$ cat config.mk
export PLATFORM = sky130hd
export DESIGN_NAME = lcd_write_sequencer
export DESIGN_NICKNAME = d
export VERILOG_FILES = /design/src/rtl/lcd_write_sequencer.sv
export SDC_FILE = /design/constraint.sdc
export NUM_CORES = 1
export LEC_CHECK = 0
export CAP_MARGIN = 40
export CELL_PAD_IN_SITES_DETAIL_PLACEMENT = 0
export CELL_PAD_IN_SITES_GLOBAL_PLACEMENT = 1
export CORE_MARGIN = 2
export CORE_UTILIZATION = 35
export CTS_CLUSTER_DIAMETER = 150
export DETAILED_ROUTE_END_ITERATION = 6
export GPL_TIMING_DRIVEN = 0
export MAX_ROUTING_LAYER = met4
export PLACE_DENSITY_LB_ADDON = 0.05
export REMOVE_ABC_BUFFERS = 1
export SYNTH_ARGS = -nofsm -noshare
export SYNTH_HDL_FRONTEND = slang
export SYNTH_SLANG_ARGS = --single-unit
$ cat constraint.sdc
create_clock -name iCLK -period 2.6 [get_ports iCLK]
set_input_delay 0.26 -clock iCLK [delete_from_list [all_inputs] [get_ports iCLK]]
set_output_delay 0.26 -clock iCLK [all_outputs]
set_load 0.02 [all_outputs]
$ cat src/rtl/lcd_write_sequencer.sv
// Write-only HD44780 bus sequencer: power-up init, then single host byte writes
// over a req/ack handshake with EN/RS/DATA setup, pulse, hold and completion delays.
module lcd_write_sequencer #(
  parameter int PWRUP_DLY_CYC = 750000,
  parameter int SETUP_CYC     = 4,
  parameter int EN_PULSE_CYC  = 16,
  parameter int CMD_DLY_CYC   = 2500,
  parameter int CLR_DLY_CYC   = 100000
) (
  input  logic       iCLK,
  input  logic       iRST_N,
  input  logic       iREQ,
  input  logic       iRS,
  input  logic [7:0] iDATA,
  output logic       oREADY,
  output logic       oACK,
  inout  wire  [7:0] LCD_DATA,
  output logic       LCD_RW,
  output logic       LCD_EN,
  output logic       LCD_RS
);

  // state     | meaning
  // PWRUP     | waiting for the panel supply to settle after reset
  // INIT_LOAD | placing the next init command on RS/DATA
  // SETUP     | RS/DATA stable, EN low, before the strobe
  // EN_HI     | EN strobe high
  // HOLD      | EN low again, RS/DATA held
  // WAIT      | panel busy executing the written byte
  // IDLE      | init complete, host request may be accepted
  typedef enum logic [2:0] {
    S_PWRUP, S_INIT_LOAD, S_SETUP, S_EN_HI, S_HOLD, S_WAIT, S_IDLE
  } state_t;

  localparam int MAX_A   = (PWRUP_DLY_CYC > CLR_DLY_CYC) ? PWRUP_DLY_CYC : CLR_DLY_CYC;
  localparam int MAX_B   = (CMD_DLY_CYC > EN_PULSE_CYC) ? CMD_DLY_CYC : EN_PULSE_CYC;
  localparam int MAX_C   = (MAX_A > MAX_B) ? MAX_A : MAX_B;
  localparam int MAX_DLY = (MAX_C > SETUP_CYC) ? MAX_C : SETUP_CYC;
  localparam int CNT_W   = $clog2(MAX_DLY + 1);

  // Counter runs from 0 up to (cycles - 1); a state lasts exactly its cycle count.
  localparam logic [CNT_W-1:0] PWRUP_LIM = CNT_W'(PWRUP_DLY_CYC - 1);
  localparam logic [CNT_W-1:0] SETUP_LIM = CNT_W'(SETUP_CYC - 1);
  localparam logic [CNT_W-1:0] EN_LIM    = CNT_W'(EN_PULSE_CYC - 1);
  localparam logic [CNT_W-1:0] CMD_LIM   = CNT_W'(CMD_DLY_CYC - 1);
  localparam logic [CNT_W-1:0] CLR_LIM   = CNT_W'(CLR_DLY_CYC - 1);

  state_t           state_q, state_d;
  logic [CNT_W-1:0] cnt_q;
  logic [CNT_W-1:0] lim;
  logic [CNT_W-1:0] wait_lim;
  logic             timer_done;
  logic [1:0]       init_idx_q;
  logic             init_done_q;
  logic             rs_q;
  logic [7:0]       data_q;
  logic             ack_q;
  logic             accept;
  logic [7:0]       init_byte;

  always_comb begin
    init_byte = 8'h38;
    case (init_idx_q)
      2'd0: init_byte = 8'h38;
      2'd1: init_byte = 8'h0C;
      2'd2: init_byte = 8'h01;
      2'd3: init_byte = 8'h06;
      default: init_byte = 8'h38;
    endcase
  end

  // Clear and return-home need the long completion delay.
  assign wait_lim = (!rs_q && (data_q[7:2] == 6'd0)) ? CLR_LIM : CMD_LIM;

  always_comb begin
    lim = '0;
    case (state_q)
      S_PWRUP: lim = PWRUP_LIM;
      S_SETUP: lim = SETUP_LIM;
      S_EN_HI: lim = EN_LIM;
      S_HOLD:  lim = SETUP_LIM;
      S_WAIT:  lim = wait_lim;
      default: lim = '0;
    endcase
  end

  assign timer_done = (cnt_q == lim);

  always_comb begin
    state_d = state_q;
    accept  = 1'b0;
    case (state_q)
      S_PWRUP:     if (timer_done) state_d = S_INIT_LOAD;
      S_INIT_LOAD: state_d = S_SETUP;
      S_SETUP:     if (timer_done) state_d = S_EN_HI;
      S_EN_HI:     if (timer_done) state_d = S_HOLD;
      S_HOLD:      if (timer_done) state_d = S_WAIT;
      S_WAIT: begin
        if (timer_done) begin
          if (init_done_q || (init_idx_q == 2'd3)) state_d = S_IDLE;
          else                                     state_d = S_INIT_LOAD;
        end
      end
      S_IDLE: begin
        if (iREQ) begin
          accept  = 1'b1;
          state_d = S_SETUP;
        end
      end
      default: state_d = S_PWRUP;
    endcase
  end

  always_ff @(posedge iCLK or negedge iRST_N) begin
    if (!iRST_N) begin
      state_q     <= S_PWRUP;
      cnt_q       <= '0;
      init_idx_q  <= 2'd0;
      init_done_q <= 1'b0;
      rs_q        <= 1'b0;
      data_q      <= 8'h00;
      ack_q       <= 1'b0;
    end else begin
      state_q <= state_d;
      // Reload on every state entry; IDLE holds at zero so the counter never wraps.
      if ((state_d != state_q) || (state_q == S_IDLE)) cnt_q <= '0;
      else                                             cnt_q <= cnt_q + 1'b1;
      ack_q <= accept;
      if (accept) begin
        rs_q   <= iRS;
        data_q <= iDATA;
      end else if (state_q == S_INIT_LOAD) begin
        rs_q   <= 1'b0;
        data_q <= init_byte;
      end
      if ((state_q == S_WAIT) && timer_done && !init_done_q) begin
        if (init_idx_q == 2'd3) init_done_q <= 1'b1;
        else                    init_idx_q  <= init_idx_q + 2'd1;
      end
    end
  end

  // EN decodes straight from the state register so reset drops it asynchronously.
  assign LCD_EN   = (state_q == S_EN_HI);
  assign oREADY   = (state_q == S_IDLE);
  assign oACK     = ack_q;
  assign LCD_RS   = rs_q;
  assign LCD_DATA = data_q;
  assign LCD_RW   = 1'b0;

endmodule

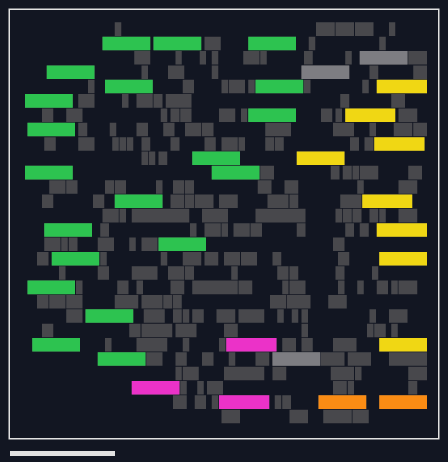
*Where the registers sit, run 1*
The bar under the picture is 20 µm long. Other sequential cells in the stronger grey, the rest of the logic in the fainter grey.
- state_q: magenta (placed flops 3)
- cnt_q: green (placed flops 20)
- LCD_DATA: yellow (placed flops 8)
- init_idx_q: orange (placed flops 2)
- not coloured: 3
Sequential Power: 575 µW
storage element area: 910 µm²

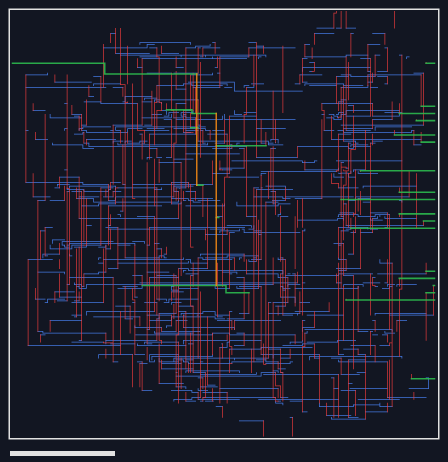
*Signal wires by layer, run 1*
The bar under the picture is 20 µm long.
- M2: red (wire length 2330 µm)
- M1: blue (wire length 2490 µm)
- M4: orange (wire length 53.7 µm)
- M3: green (wire length 200 µm)

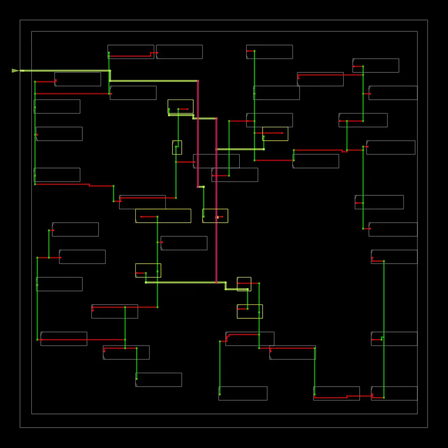
*Clock wiring as the flow saved it, run 1*
clock tree buffer count of the final layout: 5
number of sequential storage elements: 36
number of sinks on the clock net: 36
Clock Power: 512 µW

==> run summary, run 1 <==
Reports from this run.

- Counting stages on the worst path, the most repeated cell is sky130_fd_sc_hd__or4_4.
- In the post-route report, total wirelength is listed as 5.07 mm.
- The worst hold path cell count reads 2.
- The floorplan utilization is between 30% and 40%.
- The critical path endpoint has a required time of 2800 ps.
- The path category of the worst min-delay check is in -> reg.
- OpenROAD emitted warnings numbering 30.
- The number of ordinary and repair buffers in the finished layout reads 29.
- The worst-case hold slack is about 88 ps.
- The worst slack at placement is -426 ps.
- The detail-routed via count per cell is approximately 5.1.
- In this run, the synthesized area fraction spent on adder and majority cells is recorded as under 10%.
- Setup repair after global routing could not meet its margin everywhere.
- In the final routed layout, each cell accounts on average for roughly 15 µm.
- The clock-pin slew of the registers on the worst-case setup and hold paths reads ~80 ps.
- The delay of the slowest critical-path stage is between 500 and 600 ps.
- The die boundary width is roughly 81 µm.
- After detailed routing, the number of remaining DRC violations is 0.
- The element type at the critical path end is a register.
- The xor-xnor portion of the synthesized cell area is 8.83%.
- The class occupying the most area after layout is reported as logic gates.
- In this run, the clock network consumes a little under half of the power.
- The sequential-to-total area share from yosys stat reads ~43%.
- The final critical path time including I/O delays and setup is about 2600 ps.
- The number of cells on the worst reg-to-reg path is 6.
- The number of global-route vias before repair reads 1706.
- The most common logic cells in the final layout are 32 x sky130_fd_sc_hd__nand2_1, 29 x sky130_fd_sc_hd__dfrtp_1, 26 x sky130_fd_sc_hd__nor2_1.
- The register with the most flip-flops in the layout has 20 of them.
- The CTS tree reads built.
- Registers represent a cell area share of a little over a third.
- The cell at the slowest stage of the critical path is sky130_fd_sc_hd__or4_4.
- The power per cell area reads around 440 mW/mm².
- The most common logic cell in the routed design reads sky130_fd_sc_hd__nand2_1.
- The ratio of cells with drive above 1 in the final layout reads 18.6%.
- The leakage power summed over all cells is 1.10 nW.
- The synthesized design contains 0 enable-type register cells.
- Across every metal layer, demand over resource in global routing totals between 10% and 20%.
- The met1 demand-to-capacity share in global routing reads 22.8%.
- The number of logic gates is between 150 and 200.
- After layout, the worst setup slack is between 40 and 50 ps.
- The setup check on the worst reg-to-reg path leaves a slack of 50 ps.
- In the synthesized netlist the async set-or-reset flop fraction comes to 100%.
- The detailed router placed approximately 1700 vias in this run.
- The area share of buffers outside the clock network reads roughly a tenth.
- The dominant kind of combinational cell is simple AND/OR/NAND/NOR gates.
- The total iterations of the first detailed-routing run reads 4.
- In this run the remaining antenna-violating nets after routing total 0.
- The most flop-heavy register reads cnt_q.
- The internal portion of the total power is about 870 µW.
- The count of buffers inserted at the top-level ports reads 15.
- The count of cell instances traversed by the critical path reads 6.
- The count of final setup violators is 0.
- The setup TNS is 0 ps.
- During synthesis, Yosys emitted a total of 0 warnings.
- The kind of cell adding the most delay to the critical path reads simple AND/OR/NAND/NOR gates.
- The proportion of power drawn by combinational gates reads around 4.2%.
- The clock network area share is 4.28%.
- The met2 track demand over resource reads a little over a quarter.
- Walking the worst path, the cells encountered are or4_4 -> or4_4 -> a221oi_4 -> nand4b_4 -> or2_1 -> a211oi_1.
- The floorplan die area reads between 0.006 and 0.007 mm².
- The final RePlAce weighted congestion is ~0.75.
- The mean cell area of the mapped netlist is a little under 9 µm².
- The top routing layer in use reads met4.
- The summed instance area of the synthesized netlist reads 0.00208 mm².
- The final report gives the core utilization as between 40% and 50%.
- Looking at the setup timing report, the critical path kind is reg -> reg.
- The synthesized design contains 36 register bits.
- The most common flop cell mapped by yosys reads sky130_fd_sc_hd__dfrtp_1.
- The net total in the final layout is between 200 and 300.
- The highest-utilization routing layer at the global route stage reads met2.
- The number of top-level pins is 25.
- Summed over all nets, wire length on met3 after detailed routing comes to 199 µm.
- The detailed-route wire length on metal 1 is roughly 2.5 mm.
- Summing all multi-input logic gate instances after layout gives approximately 0.0012 mm².
- The share of the clock period used by the worst path after layout is around 98%.
- The run finished with clean final reports.
- The multi-input logic portion of the cell area is approximately 45%.
- Per the synthesis report, the AND-OR/OR-AND share of the synthesized area is a little over a tenth.
- The clock insertion delay at the later pin of the skew report is 300 ps.
- The endpoint of the most critical register-to-register path is state_q[0].
- According to the Yosys statistics, the synthesized design has a chip area of approximately 0.0021 mm².
-- run 1: cells in the mapped netlist, drive strengths merged, types with 6 or more instances --
master,count,area share (%)
dfrtp,36,43
clkbuf,8,1.4
nand3,9,2.2
nand2,32,5.8
xor2,13,5.5
inv,9,1.6
nor3,7,1.7
nor2,32,5.8
nand4,6,1.8
xnor2,8,3.4
o21ai,10,2.6
a21oi,9,2.2
-- run 1: timing repair --
| item | CTS | global route |
|---|---|---|
| buffers inserted | 10 | 1 |
| resized | 16 | 10 |
| endpoints found under the setup margin | 26 | 24 |
| pin swaps | 5 | 1 |
| hold buffers | 1 | 0 |
| hold endpoints to repair | 14 | 0 |
==> run 2: changes to the inputs <==
Settings changed: CTS_BUF_LIST set to sky130_fd_sc_hd__clkbuf_4 sky130_fd_sc_hd__clkbuf_8 sky130_fd_sc_hd__clkbuf_16, CTS_CLUSTER_SIZE set to 30.
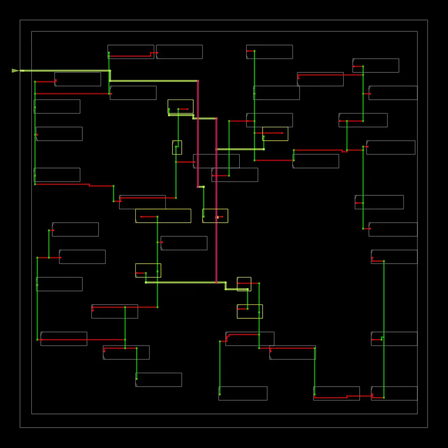
*Clock wiring as the flow saved it, run 2*
clock latency on the worst-skew pair: 300 ps
Inserted Clock Buffers: 5

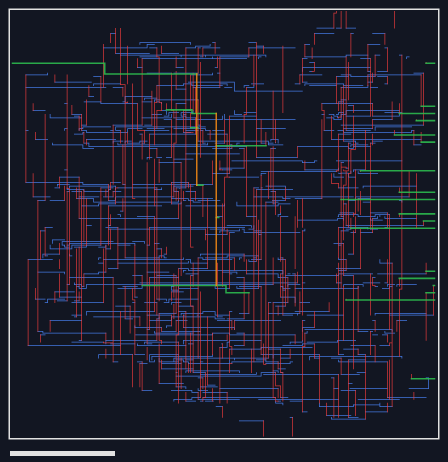
*Signal wires by layer, run 2*
The bar under the picture is 20 µm long.
- M4: orange (wire length 53.7 µm)
- M1: blue (wire length 2490 µm)
- M2: red (wire length 2330 µm)
- M3: green (wire length 200 µm)

==> run summary, run 2 <==
Reports from this run.

- The endpoint of the most critical register-to-register path is state_q[0].
- The detail-routed via count per cell reads 5.11 (unchanged).
- The count of final setup violators reads 0 (unchanged).
- The type of the worst setup path reads reg -> reg.
- The ratio of cells with drive above 1 in the final layout is 18.6% (unchanged).
- The total net switching power reads around 260 µW.
- Setup repair after global routing could not meet its margin everywhere.
- met2 is the most crowded layer.
- The synthesis report lists the most area-consuming cells as sky130_fd_sc_hd__dfrtp_1 43%, sky130_fd_sc_hd__nand2_1 5.8%, sky130_fd_sc_hd__nor2_1 5.8%.
- The met2 track demand over resource is 26.8% (unchanged).
- The remaining antenna violation count after routing is 0 (unchanged).
- The post-synthesis cell type with the largest instance count reads sky130_fd_sc_hd__dfrtp_1.
- The total routing usage reported by global routing is 17.5% (unchanged).
- The floorplan utilization is 35.6% (unchanged).
- The maximum clock skew at final layout is approximately 6.4 ps.
- The final critical path time including I/O delays and setup is 2550 ps (unchanged).
- The count of cell instances traversed by the critical path is 6 (unchanged).
- The worst setup path is captured at a register.
- The relative contribution of the clock network to total power is 45.2% (about the same).
- The sequential power is 575 µW (about the same).
- The met3 wire length reads 199 µm (unchanged).
- The final worst setup slack came to 46.4 ps (unchanged).
- The post-synthesis async set-or-reset flop share is 100% (unchanged).
- The total clock network power is 512 µW (about the same).
- The most flop-heavy register is cnt_q.
- The sequential-to-total area share from yosys stat is 43.2% (unchanged).
- The cell at the slowest stage of the critical path is sky130_fd_sc_hd__or4_4.
- The net total in the final layout is 279 (unchanged).
- The most common flop cell mapped by yosys is sky130_fd_sc_hd__dfrtp_1.
- The met1 demand-to-capacity share in global routing came to 22.8% (unchanged).
- The share of the clock period used by the worst path after layout reads 98.2% (unchanged).
- The cell depth of the worst flop-to-flop path is 6 (unchanged).
- The total detailed-routing wirelength reads 5.07 mm (unchanged).
- In this run the critical path is formed by or4_4 -> or4_4 -> a221oi_4 -> nand4b_4 -> or2_1 -> a211oi_1.
- The number of antenna violations at the first check in global routing is 0.
- The adder and majority cell fraction of the synthesized area is 3.00% (unchanged).
- The number of synthesized register bits was 36 (unchanged).
- Sorting the synthesized cells by how often they occur yields 36 x sky130_fd_sc_hd__dfrtp_1, 32 x sky130_fd_sc_hd__nand2_1, 32 x sky130_fd_sc_hd__nor2_1.
- The combined flip-flop and latch cell area reads 910 µm² (unchanged).
- The CTS tree reads built.
- The number of global-route vias before repair is 1706 (unchanged).
- The cell repeated most along the worst path is sky130_fd_sc_hd__or4_4.
- The count of buffers inserted at the top-level ports is 15 (unchanged).
- Among cell families on the critical path, the largest total delay comes from simple AND/OR/NAND/NOR gates.
- The dominant kind of combinational cell is simple AND/OR/NAND/NOR gates.
- The worst hold path cell count came to 2 (unchanged).
- The xor-xnor portion of the synthesized cell area is 8.83% (unchanged).
- The proportion of power drawn by combinational gates reads 4.2% (about the same).
- The detailed-route wire length per cell came to 15.0 µm (unchanged).
- The yosys stat chip area is 0.00208 mm² (unchanged).
- Leaving out fill and tap cells, the most frequent cells in the layout are 32 x sky130_fd_sc_hd__nand2_1, 29 x sky130_fd_sc_hd__dfrtp_1, 26 x sky130_fd_sc_hd__nor2_1.
- The power per cell area reads 436 mW/mm² (unchanged).
- The number of synthesized flops with an enable pin is 0 (unchanged).
- The delay of the slowest critical-path stage reads 540 ps (about the same).
- The total tool warning count reads 30 (unchanged).
- The summed instance area of the synthesized netlist reads 0.00208 mm² (unchanged).
- The total iterations of the first detailed-routing run reads 4 (unchanged).
- The final RePlAce weighted congestion is 0.752 (unchanged).
- The cell type contributing the most total cell area after synthesis is sky130_fd_sc_hd__dfrtp_1.
- The worst slack at placement is -426 ps (unchanged).
- The internal power contribution is 873 µW (unchanged).
- The mean cell area of the mapped netlist reads 8.83 µm² (unchanged).
- The clock-pin slew of the registers on the worst-case setup and hold paths is 80 ps (about the same).
- The number of top-level pins is 25 (unchanged).
- The die boundary width reads 81.2 µm (unchanged).
- The maximum clock frequency is about 400 MHz.
- The setup fix buffers added after clock tree synthesis reads 10 (unchanged).
- The leakage power summed over all cells is 1.10 nW (unchanged).
- The minimum setup slack among reg-to-reg paths is 50 ps (about the same).
- The number of flip-flops under the largest register name is 20 (unchanged).
- The quantity of gates resized following cts reads 16 (unchanged).
- The path category of the worst min-delay check is in -> reg.
- The most common logic cell in the routed design reads sky130_fd_sc_hd__nand2_1.
- The top routing layer in use reads met4.
- The share of synthesized cell area in and-or and or-and compound cells reads 10.5% (unchanged).
- The run finished with clean final reports.
- The critical path required time reads 2800 ps (about the same).
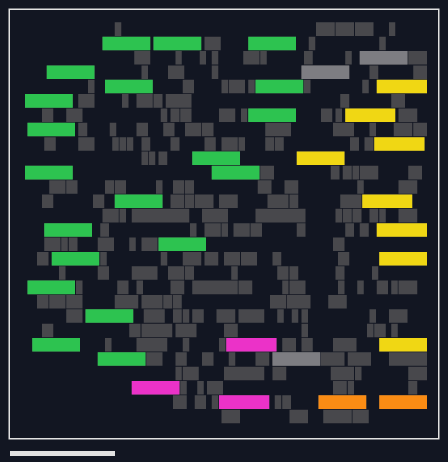
*Where the registers sit, run 2*
The bar under the picture is 20 µm long. Other sequential cells in the stronger grey, the rest of the logic in the fainter grey.
share of the final layout cell area in sequential cells: 35.0%
Core Util, Final: 44.5%

[run 2: area by class of cell]
type,count,area share [%]
multi-input combinational,181,45.2
timing repair buffer,29,10.6
sequential,36,35.0
tap,75,3.61
clock buffer,5,2.64
clock inverter,3,1.63
inverter,9,1.30
[run 2: stage by stage]
stage / setup TNS, ps / cell area [µm²] / utilization (%) / hold slack (ps) / power (mW)
6_report: 0 / 2600 / 44.5 / 87.8 / 1.13
5_1_grt: -281 / 2600 / 44.5 / 99.1 / 1.18
4_1_cts: -35.3 / 2570 / 43.9 / 103 / 1.13
3_5_place_dp: -7850 / 2300 / 39.4 / 202 / 0.624
3_3_place_gp: -13600 / 2280 / 38.9 / 402 / 0.622
2_1_floorplan: -2510 / 2030 / - / -35.6 / 0.590
==> run 3: changes to the inputs <==
Settings changed: REMOVE_ABC_BUFFERS 1 to unset.
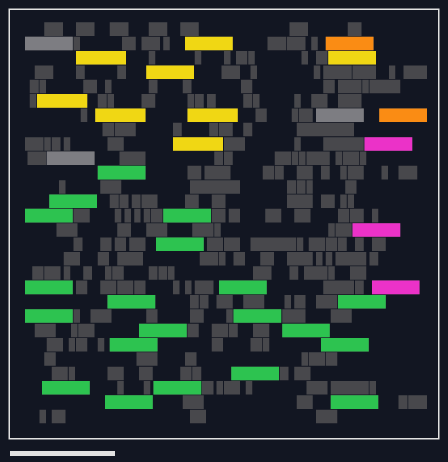
*Where the registers sit, run 3*
The bar under the picture is 20 µm long. Other sequential cells in the stronger grey, the rest of the logic in the fainter grey.
- LCD_DATA: yellow (placed flops 8)
- state_q: magenta (placed flops 3)
- init_idx_q: orange (placed flops 2)
- cnt_q: green (placed flops 20)
Sequential Power: 574 µW
share of the final layout cell area in sequential cells: 33.2%

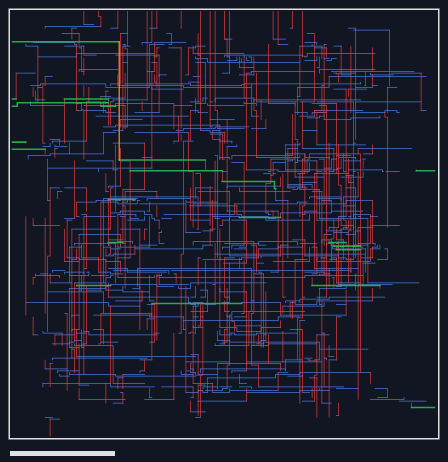
*Signal wires by layer, run 3*
The bar under the picture is 20 µm long.
via count: 1792
GRT Resource Usage Total: 18.6%
detailed-route wire length: 5.38 mm
post-detailed-route wirelength per cell: 15.4 µm

==> run summary, run 3 <==
Reports from this run.

- The cell sequence reported for the critical path is or4_4 -> or4_4 -> a221oi_4 -> nand4b_4 -> nor4_4 -> mux2_4.
- The worst hold path cell count is 2 (unchanged).
- The total net switching power is 243 µW (-7.2%).
- By area the synthesized netlist is led by sky130_fd_sc_hd__dfrtp_1 43%, sky130_fd_sc_hd__nand2_1 5.8%, sky130_fd_sc_hd__nor2_1 5.8%.
- The number of top-level pins came to 25 (unchanged).
- The maximum clock skew at final layout is 4.99 ps (-1.39 ps).
- The final critical path time including I/O delays and setup is 2650 ps (+92.0 ps).
- The post-synthesis async set-or-reset flop share was 100% (unchanged).
- The die boundary width reads 81.2 µm (unchanged).
- The minimum setup slack among reg-to-reg paths reads -50 ps (-90 ps).
- The power per cell area is 412 mW/mm² (-5.4%).
- The delay of the slowest critical-path stage reads 540 ps (about the same).
- The relative contribution of the clock network to total power reads 44.8% (-0.4 points).
- The setup TNS reads -144 ps (-144 ps).
- The met3 wire length is 177 µm (-11%).
- The overall power consumption was 1.13 mW (-0.65%).
- The quantity of gates resized following cts is 8 (-8).
- The number of flip-flops and latches was 36 (unchanged).
- The mean cell area of the mapped netlist is 8.83 µm² (unchanged).
- The xor-xnor portion of the synthesized cell area is 8.83% (unchanged).
- The dominant kind of combinational cell reads simple AND/OR/NAND/NOR gates.
- The clock insertion delay at the later pin of the skew report is 280 ps (-20 ps).
- The internal power contribution reads 885 µW (+1.3%).
- The commonest cells after synthesis are 36 x sky130_fd_sc_hd__dfrtp_1, 32 x sky130_fd_sc_hd__nand2_1, 32 x sky130_fd_sc_hd__nor2_1.
- The number of logic inverters in the finished layout reads 9 (unchanged).
- The area share of buffers outside the clock network reads 12.2% (+1.6 points).
- The critical path required time is 2770 ps (-30 ps).
- In the layout the commonest cells are 32 x sky130_fd_sc_hd__nand2_1, 31 x sky130_fd_sc_hd__dfrtp_1, 17 x sky130_fd_sc_hd__nor2_1.
- The cell at the slowest stage of the critical path is sky130_fd_sc_hd__or4_4.
- The ratio of cells with drive above 1 in the final layout is 23.4% (+4.7 points).
- The worst-case hold slack is 98.2 ps (+10.4 ps).
- The path category of the worst min-delay check is in -> reg.
- The number of global-route vias before repair reads 1732 (+1.5%).
- The flow ran to the end, but the final reports show violations.
- The type of the worst setup path reads reg -> reg.
- The clock-pin slew of the registers on the worst-case setup and hold paths reads 80 ps (about the same).
- The combined flip-flop and latch cell area came to 907 µm² (-0.28%).
- The final standard cell area without fillers was 0.00273 mm² (+5.0%).
- The number of tapcells reads 75 (unchanged).
- The number of synthesized register bits was 36 (unchanged).
- The final RePlAce weighted congestion was 0.835 (+11%).
- The cell depth of the worst flop-to-flop path is 6 (unchanged).
- The proportion of power drawn by combinational gates is 4.2% (about the same).
- The net total in the final layout reads 290 (+3.9%).
- The detail-routed via count per cell reads 5.13 (+0.55%).
- The worst slack at placement is -273 ps (+152 ps).
- The top routing layer in use reads met4.
- The CTS tree reads built.
- The cell type contributing the most total cell area after synthesis reads sky130_fd_sc_hd__dfrtp_1.
- The share of the clock period used by the worst path after layout reads 102% (+3.5 points).
- The total iterations of the first detailed-routing run is 4 (unchanged).
- The count of cell instances traversed by the critical path is 6 (unchanged).
- The utilization after layout is 46.7% (+2.2 points).
- The final worst setup slack is -45.6 ps (-92.0 ps).
- The most flop-heavy register is cnt_q.
- The share of synthesized cell area in and-or and or-and compound cells reads 10.5% (unchanged).
- The clock network area share reads 4.07% (-0.21 points).
- The checks that failed: negative setup slack.
- The sequential-to-total area share from yosys stat is 43.2% (unchanged).
- The multi-input logic portion of the cell area reads 45.9% (+0.62 points).
- The number of antenna violations at the first check in global routing is 0 (unchanged).
- The total clock network power reads 505 µW (-1%).
- The number of flip-flops under the largest register name is 20 (unchanged).
- The floorplan utilization is 35.6% (unchanged).
- The startpoint of the worst register-to-register path reads LCD_DATA[6].
- The adder and majority cell fraction of the synthesized area is 3.00% (unchanged).
- The number of ordinary and repair buffers in the finished layout is 40 (+38%).
- The most common logic cell in the routed design is sky130_fd_sc_hd__nand2_1.
- The number of synthesized flops with an enable pin reads 0 (unchanged).
- The cell repeated most along the worst path is sky130_fd_sc_hd__or4_4.
- The yosys stat chip area reads 0.00208 mm² (unchanged).
- The count of final setup violators reads 9 (+9).
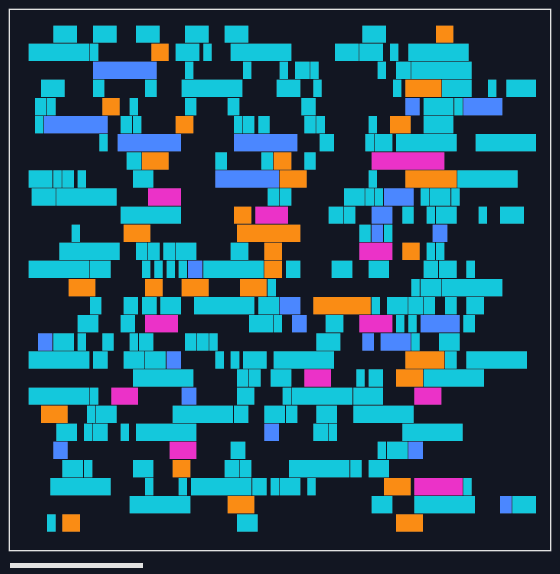
*Sizing map, run 3*
The bar under the picture is 20 µm long.
- x2: blue (cells 24; share 8.8%; most used nor2_2)
- x6 and larger: magenta (cells 11; share 4.0%; most used clkbuf_8)
- x1 and smaller: cyan (cells 210; share 77%; most used nand2_1)
- x3 and x4: orange (cells 29; share 11%; most used buf_4)

==> run 3: cell count changes in the layout (fill, tap and decap cells not counted), moves of 2 or more <==
cell                       delta
sky130_fd_sc_hd__nor2_4       +7
sky130_fd_sc_hd__nor2_1       -9
sky130_fd_sc_hd__clkbuf_1     +7
sky130_fd_sc_hd__dfrtp_2      -2
sky130_fd_sc_hd__dfrtp_1      +2
sky130_fd_sc_hd__buf_4        +2
sky130_fd_sc_hd__nor2_2       +2
==> run 3: routing by layer <==
| layer | GRT usage [%] | vias up |
|---|---|---|
| met5 | - | - |
| met3 | 4.89 | 2 |
| met4 | 3.05 | 0 |
| li1 | - | 883 |
| met1 | 26.5 | 872 |
| met2 | 27.0 | 35 |

## Gallery

Wires at chosen ports, followed through buffers.
shot_01.png
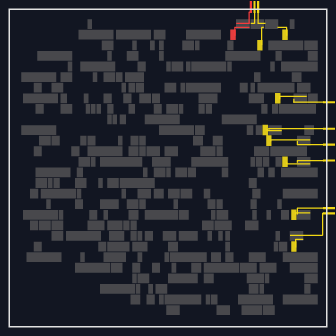
shot_02.png
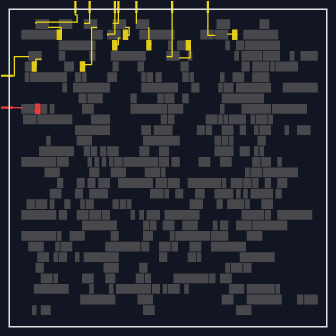
Run 1 is shot_01.png.
Run 3 is shot_02.png.

Key to shot_01.png:
- iDATA: yellow (direction input; end cells 8; buffers 8; wire 114 µm)
- iRS: red (direction input; end cells 1; buffers 1; wire 12.6 µm)

No activity file was given, so power comes from the tool's default toggle rates.
